Figure 1. Routed metal, one colour a layer (run 1).
(6 px per um) Only two layers are drawn.
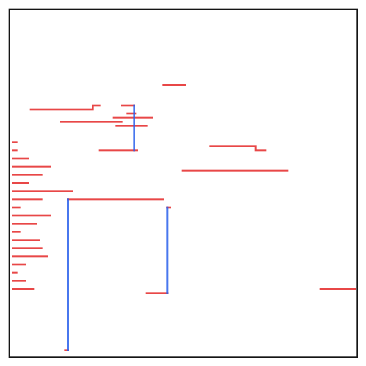
Figure 2. Placement view (run 1).
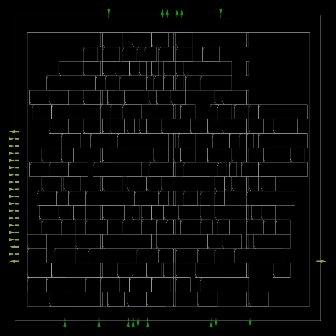
Figure 3. Nets reached from selected ports (run 1).
(8 px per um)
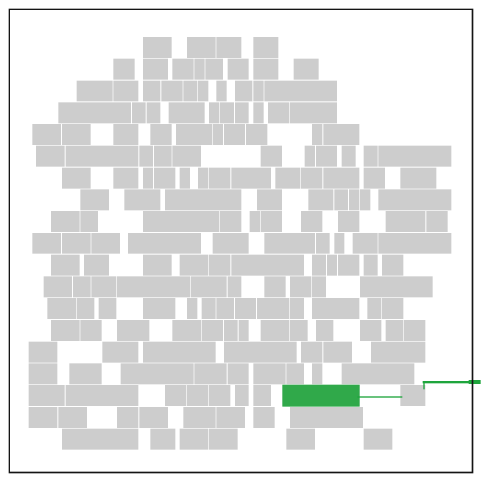
--- config.mk ---
export PLATFORM = sky130hd
export DESIGN_NAME = nzp_branch_unit
export DESIGN_NICKNAME = d
export VERILOG_FILES = /design/src/rtl/nzp_branch_unit.sv
export SDC_FILE = /design/constraint.sdc
export NUM_CORES = 1
export LEC_CHECK = 0
export ABC_AREA = 0
export ABC_CLOCK_PERIOD_IN_PS = 1800
export CORE_MARGIN = 2
export CORE_UTILIZATION = 42
export CTS_CLUSTER_SIZE = 20
export DETAILED_ROUTE_END_ITERATION = 7
export GPL_ROUTABILITY_DRIVEN = 1
export PLACE_DENSITY = 0.77
export SYNTH_ARGS = -nofsm -noshare
export SYNTH_HDL_FRONTEND = slang
export SYNTH_SLANG_ARGS = --single-unit
export TNS_END_PERCENT = 20
--- constraint.sdc ---
create_clock -name clk -period 1.8 [get_ports clk]
set_clock_uncertainty 0.05 [all_clocks]
set_input_delay 0.36 -clock clk [delete_from_list [all_inputs] [get_ports clk]]
set_output_delay 0.36 -clock clk [all_outputs]
set_load 0.03 [all_outputs]
--- src/rtl/nzp_branch_unit.sv ---
// Condition-code register and branch resolver for the pipelined LC-3b datapath.
// Holds a branch until every older CC writer has written back, then pulses a registered result.
module nzp_branch_unit #(
    parameter int DATA_W   = 16,
    parameter int MAX_PEND = 4,
    parameter int BYPASS   = 1
) (
    input  logic                              clk,
    input  logic                              rst_n,
    input  logic                              cc_issue,
    input  logic                              cc_wb_valid,
    input  logic [DATA_W-1:0]                 cc_wb_data,
    input  logic                              br_valid,
    input  logic [2:0]                        br_nzp,
    output logic                              br_ready,
    output logic                              br_res_valid,
    output logic                              br_taken,
    output logic [2:0]                        cc,
    output logic [$clog2(MAX_PEND+1)-1:0]     pend_cnt,
    output logic                              issue_stall,
    output logic                              err_underflow
);
    localparam int CNT_W = $clog2(MAX_PEND + 1);
    localparam logic [CNT_W-1:0] CNT_ZERO = CNT_W'(0);
    localparam logic [CNT_W-1:0] CNT_ONE  = CNT_W'(1);
    localparam logic [CNT_W-1:0] CNT_MAX  = CNT_W'(MAX_PEND);

    typedef enum logic [1:0] {
        ST_IDLE = 2'b00,
        ST_WAIT = 2'b01,
        ST_RESP = 2'b10
    } state_t;

    function automatic logic [2:0] derive_cc(input logic [DATA_W-1:0] data);
        if (data[DATA_W-1]) begin
            return 3'b100;
        end else if (data == {DATA_W{1'b0}}) begin
            return 3'b010;
        end else begin
            return 3'b001;
        end
    endfunction

    state_t           state_r, state_s;
    logic [CNT_W-1:0] pend_cnt_r, pend_next_s;
    logic [CNT_W-1:0] wait_cnt_r, wait_next_s;   // older writers the held branch still needs
    logic [CNT_W-1:0] sel_cnt_s;
    logic [2:0]       nzp_held_r, nzp_next_s;
    logic [2:0]       cc_r, wb_cc_s, cc_eff_s;
    logic             res_valid_r, res_valid_next_s;
    logic             res_taken_r, res_taken_next_s;
    logic             err_r, stall_r, ready_r;
    logic             bypass_s, inc_s, dec_s;

    assign wb_cc_s = derive_cc(cc_wb_data);
    assign inc_s   = cc_issue && (pend_cnt_r != CNT_MAX);
    assign dec_s   = cc_wb_valid && (pend_cnt_r != CNT_ZERO);

    // Outstanding-writer count; a full counter ignores issue even alongside a writeback.
    always_comb begin
        pend_next_s = pend_cnt_r;
        if (inc_s && !dec_s) begin
            pend_next_s = pend_cnt_r + CNT_ONE;
        end else if (dec_s && !inc_s) begin
            pend_next_s = pend_cnt_r - CNT_ONE;
        end else begin
            pend_next_s = pend_cnt_r;
        end
    end

    // Select the CC a resolving branch sees: the same-cycle final writeback when bypassing.
    always_comb begin
        sel_cnt_s = (state_r == ST_WAIT) ? wait_cnt_r : pend_cnt_r;
        bypass_s  = 1'b0;
        if ((BYPASS != 0) && (sel_cnt_s == CNT_ONE) && cc_wb_valid) begin
            bypass_s = 1'b1;
        end else begin
            bypass_s = 1'b0;
        end
        cc_eff_s = bypass_s ? wb_cc_s : cc_r;
    end

    // Branch FSM next state and result.
    always_comb begin
        state_s          = state_r;
        wait_next_s      = wait_cnt_r;
        nzp_next_s       = nzp_held_r;
        res_valid_next_s = 1'b0;
        res_taken_next_s = 1'b0;
        case (state_r)
            ST_IDLE: begin
                if (br_valid) begin
                    nzp_next_s = br_nzp;
                    if ((br_nzp == 3'b111) || (br_nzp == 3'b000) ||
                        (pend_cnt_r == CNT_ZERO) || bypass_s) begin
                        state_s          = ST_RESP;
                        res_valid_next_s = 1'b1;
                        res_taken_next_s = |(cc_eff_s & br_nzp);
                    end else begin
                        state_s     = ST_WAIT;
                        wait_next_s = cc_wb_valid ? (pend_cnt_r - CNT_ONE) : pend_cnt_r;
                    end
                end else begin
                    state_s = ST_IDLE;
                end
            end
            ST_WAIT: begin
                if ((wait_cnt_r == CNT_ZERO) || bypass_s) begin
                    state_s          = ST_RESP;
                    res_valid_next_s = 1'b1;
                    res_taken_next_s = |(cc_eff_s & nzp_held_r);
                end else if (cc_wb_valid) begin
                    wait_next_s = wait_cnt_r - CNT_ONE;
                end else begin
                    wait_next_s = wait_cnt_r;
                end
            end
            ST_RESP: begin
                state_s = ST_IDLE;
            end
            default: begin
                state_s = ST_IDLE;
            end
        endcase
    end

    // State, counters, condition code and registered outputs.
    always_ff @(posedge clk or negedge rst_n) begin
        if (!rst_n) begin
            state_r     <= ST_IDLE;
            pend_cnt_r  <= CNT_ZERO;
            wait_cnt_r  <= CNT_ZERO;
            nzp_held_r  <= 3'b000;
            cc_r        <= 3'b010;
            res_valid_r <= 1'b0;
            res_taken_r <= 1'b0;
            err_r       <= 1'b0;
            stall_r     <= 1'b0;
            ready_r     <= 1'b1;
        end else begin
            state_r     <= state_s;
            pend_cnt_r  <= pend_next_s;
            wait_cnt_r  <= wait_next_s;
            nzp_held_r  <= nzp_next_s;
            cc_r        <= cc_wb_valid ? wb_cc_s : cc_r;
            res_valid_r <= res_valid_next_s;
            res_taken_r <= res_taken_next_s;
            err_r       <= err_r | (cc_wb_valid && (pend_cnt_r == CNT_ZERO));
            stall_r     <= (pend_next_s == CNT_MAX);
            ready_r     <= (state_s == ST_IDLE);
        end
    end

    assign br_ready      = ready_r;
    assign br_res_valid  = res_valid_r;
    assign br_taken      = res_taken_r;
    assign cc            = cc_r;
    assign pend_cnt      = pend_cnt_r;
    assign issue_stall   = stall_r;
    assign err_underflow = err_r;

endmodule

==> notes.md <==
run metrics: MaxCap Viol Count=0, final setup vio count=1, GRT Residual Overflow=0, Root Driver=clkbuf_4, Levels on crit path=6, Die Y=57.73 um, Routability Congestion=0.7823, Critical Path RT=1930 ps, Routed Antenna Nets=0, FMAX=535.4 MHz, Slew @ Worst Pin=323.6 ps, Hold WC Path Type=in -> async, Final WS setup=-67.60 ps, Dominant cell area share=35.09%, CTS HTree Levels=1, Compound-Gate Fraction of Synth Area=19.61%, Registers, synthesis=19, adder share=5.160%, DR vias=1,180, cell count in the Yosys report=123, failing checks=setup timing, Setup WS pre-CTS=-537.3 ps, GRT Overall Usage=19.68%, Mapped Cells=123, worst vdd ir=0.9273 mV, CP Class=reg -> reg, DRC viols=0, pin count of the biggest net entering global routing=20, register share after synthesis=39.42%, Diodes inserted=0, ys async rst share=100.0%, vias per cell=5.566, status=complete, but fails checks, total wire length=3.105 mm, Final Hold Fails=0, Yosys top cell by instances=dfrtp_1, Simple-Gate Fraction of Synth Area=19.61%, CP peak stage delay=440 ps, Port Buffers=34, cell family with most CP delay=simple AND/OR/NAND/NOR gates, commonest cells in the netlist=17 x dfrtp_1, 10 x nand2_1, 7 x a21oi_1, 7 x inv_1, 7 x o21ai_0, Area Overhead vs Synth=52.01%, OpenROAD warning count=32, chip area=0.003332 mm2, top post-synthesis cells by area=dfrtp_1 35%, mux2_2 5.6%, ha_1 5.2%, Die Wd=57.73 um, first-pass GRT wire length=5.175 mm, final setup TNS=-67.60 ps
About Figure 1:
layer	colour	wire length
met4	blue	46.9 um
met3	red	168 um

About Figure 2:
FP Rows: 19
Layout fillers: 204
Core Box Area: 0.002758 mm2
Layout Cells excl Fill: 212

About Figure 3:
port	colour	direction	edge	end cells	buffers	wire
br_ready	green	output	right	1	1	12.1 um

## run 1: sequential cells by signal, indices dropped and copies added, names as in the netlist
signal	cells
cc	3
nzp_held_r	3
pend_cnt	3
wait_cnt_r	3
state_r	2
br_ready	1
br_res_valid	1
br_taken	1
err_underflow	1
issue_stall	1
## run 1: per-stage QoR
step / std cells / util, % / hold slack [ps]
CTS: 208 / 63.20 / 341.5
floorplan: 123 / - / 14.41
global placement: 204 / 62.48 / 437.6
global route: 212 / 66.83 / 370.3
finish: 212 / 66.83 / 341.5
detailed placement: 204 / 62.48 / 445.0
## run 1: placed cells by master (no fill, tap or decap), types with 4 or more instances in the layout
master            n
dlygate4sd2_1     6
nand2_1          10
nor4_1            4
inv_1             7
o211ai_1          4
mux2i_1           4
o21ai_0           6
nand3_1           4
mux2_2            6
ha_1              4
a21oi_1           7
buf_4            24
dfrtp_1          15
clkdlybuf4s50_1  26
## run 1: metal layers
metal  up-vias  global-route usage [%]  share of wire, %
met5         -                       0                 0
met1       564                   22.95                40
met3         6                   3.571               5.4
met2        44                   35.71                53
li1        566                       -                 -
met4         0                   7.309               1.5
## run 1: power by group
group	switching, mW	internal, mW	leakage [nW]	total [mW]
Clock	0.131	0.0862	0.0150	0.217
Combinational	0.860	0.819	0.577	1.68
Sequential	0.116	0.608	0.226	0.724
Total	1.11	1.51	0.818	2.62
## run 1: area by class of cell
cell class	count	area, um2	share of cell area [%]
Multi-Input combinational cell	92	742.0	40.26
Inverter	7	26.28	1.426
Clock buffer	4	26.28	1.426
Tap cell	31	38.79	2.105
Timing Repair Buffer	59	529.3	28.72
Sequential cell	19	480.5	26.07
## run 1: what timing repair did
action | 4_1_cts | 5_1_grt
setup buffers | 0 | 4
resized | 8 | 13
pin swaps | 0 | 4
endpoints found under the setup margin | 9 | 5
No activity file was given, so power comes from the tool's default toggle rates.
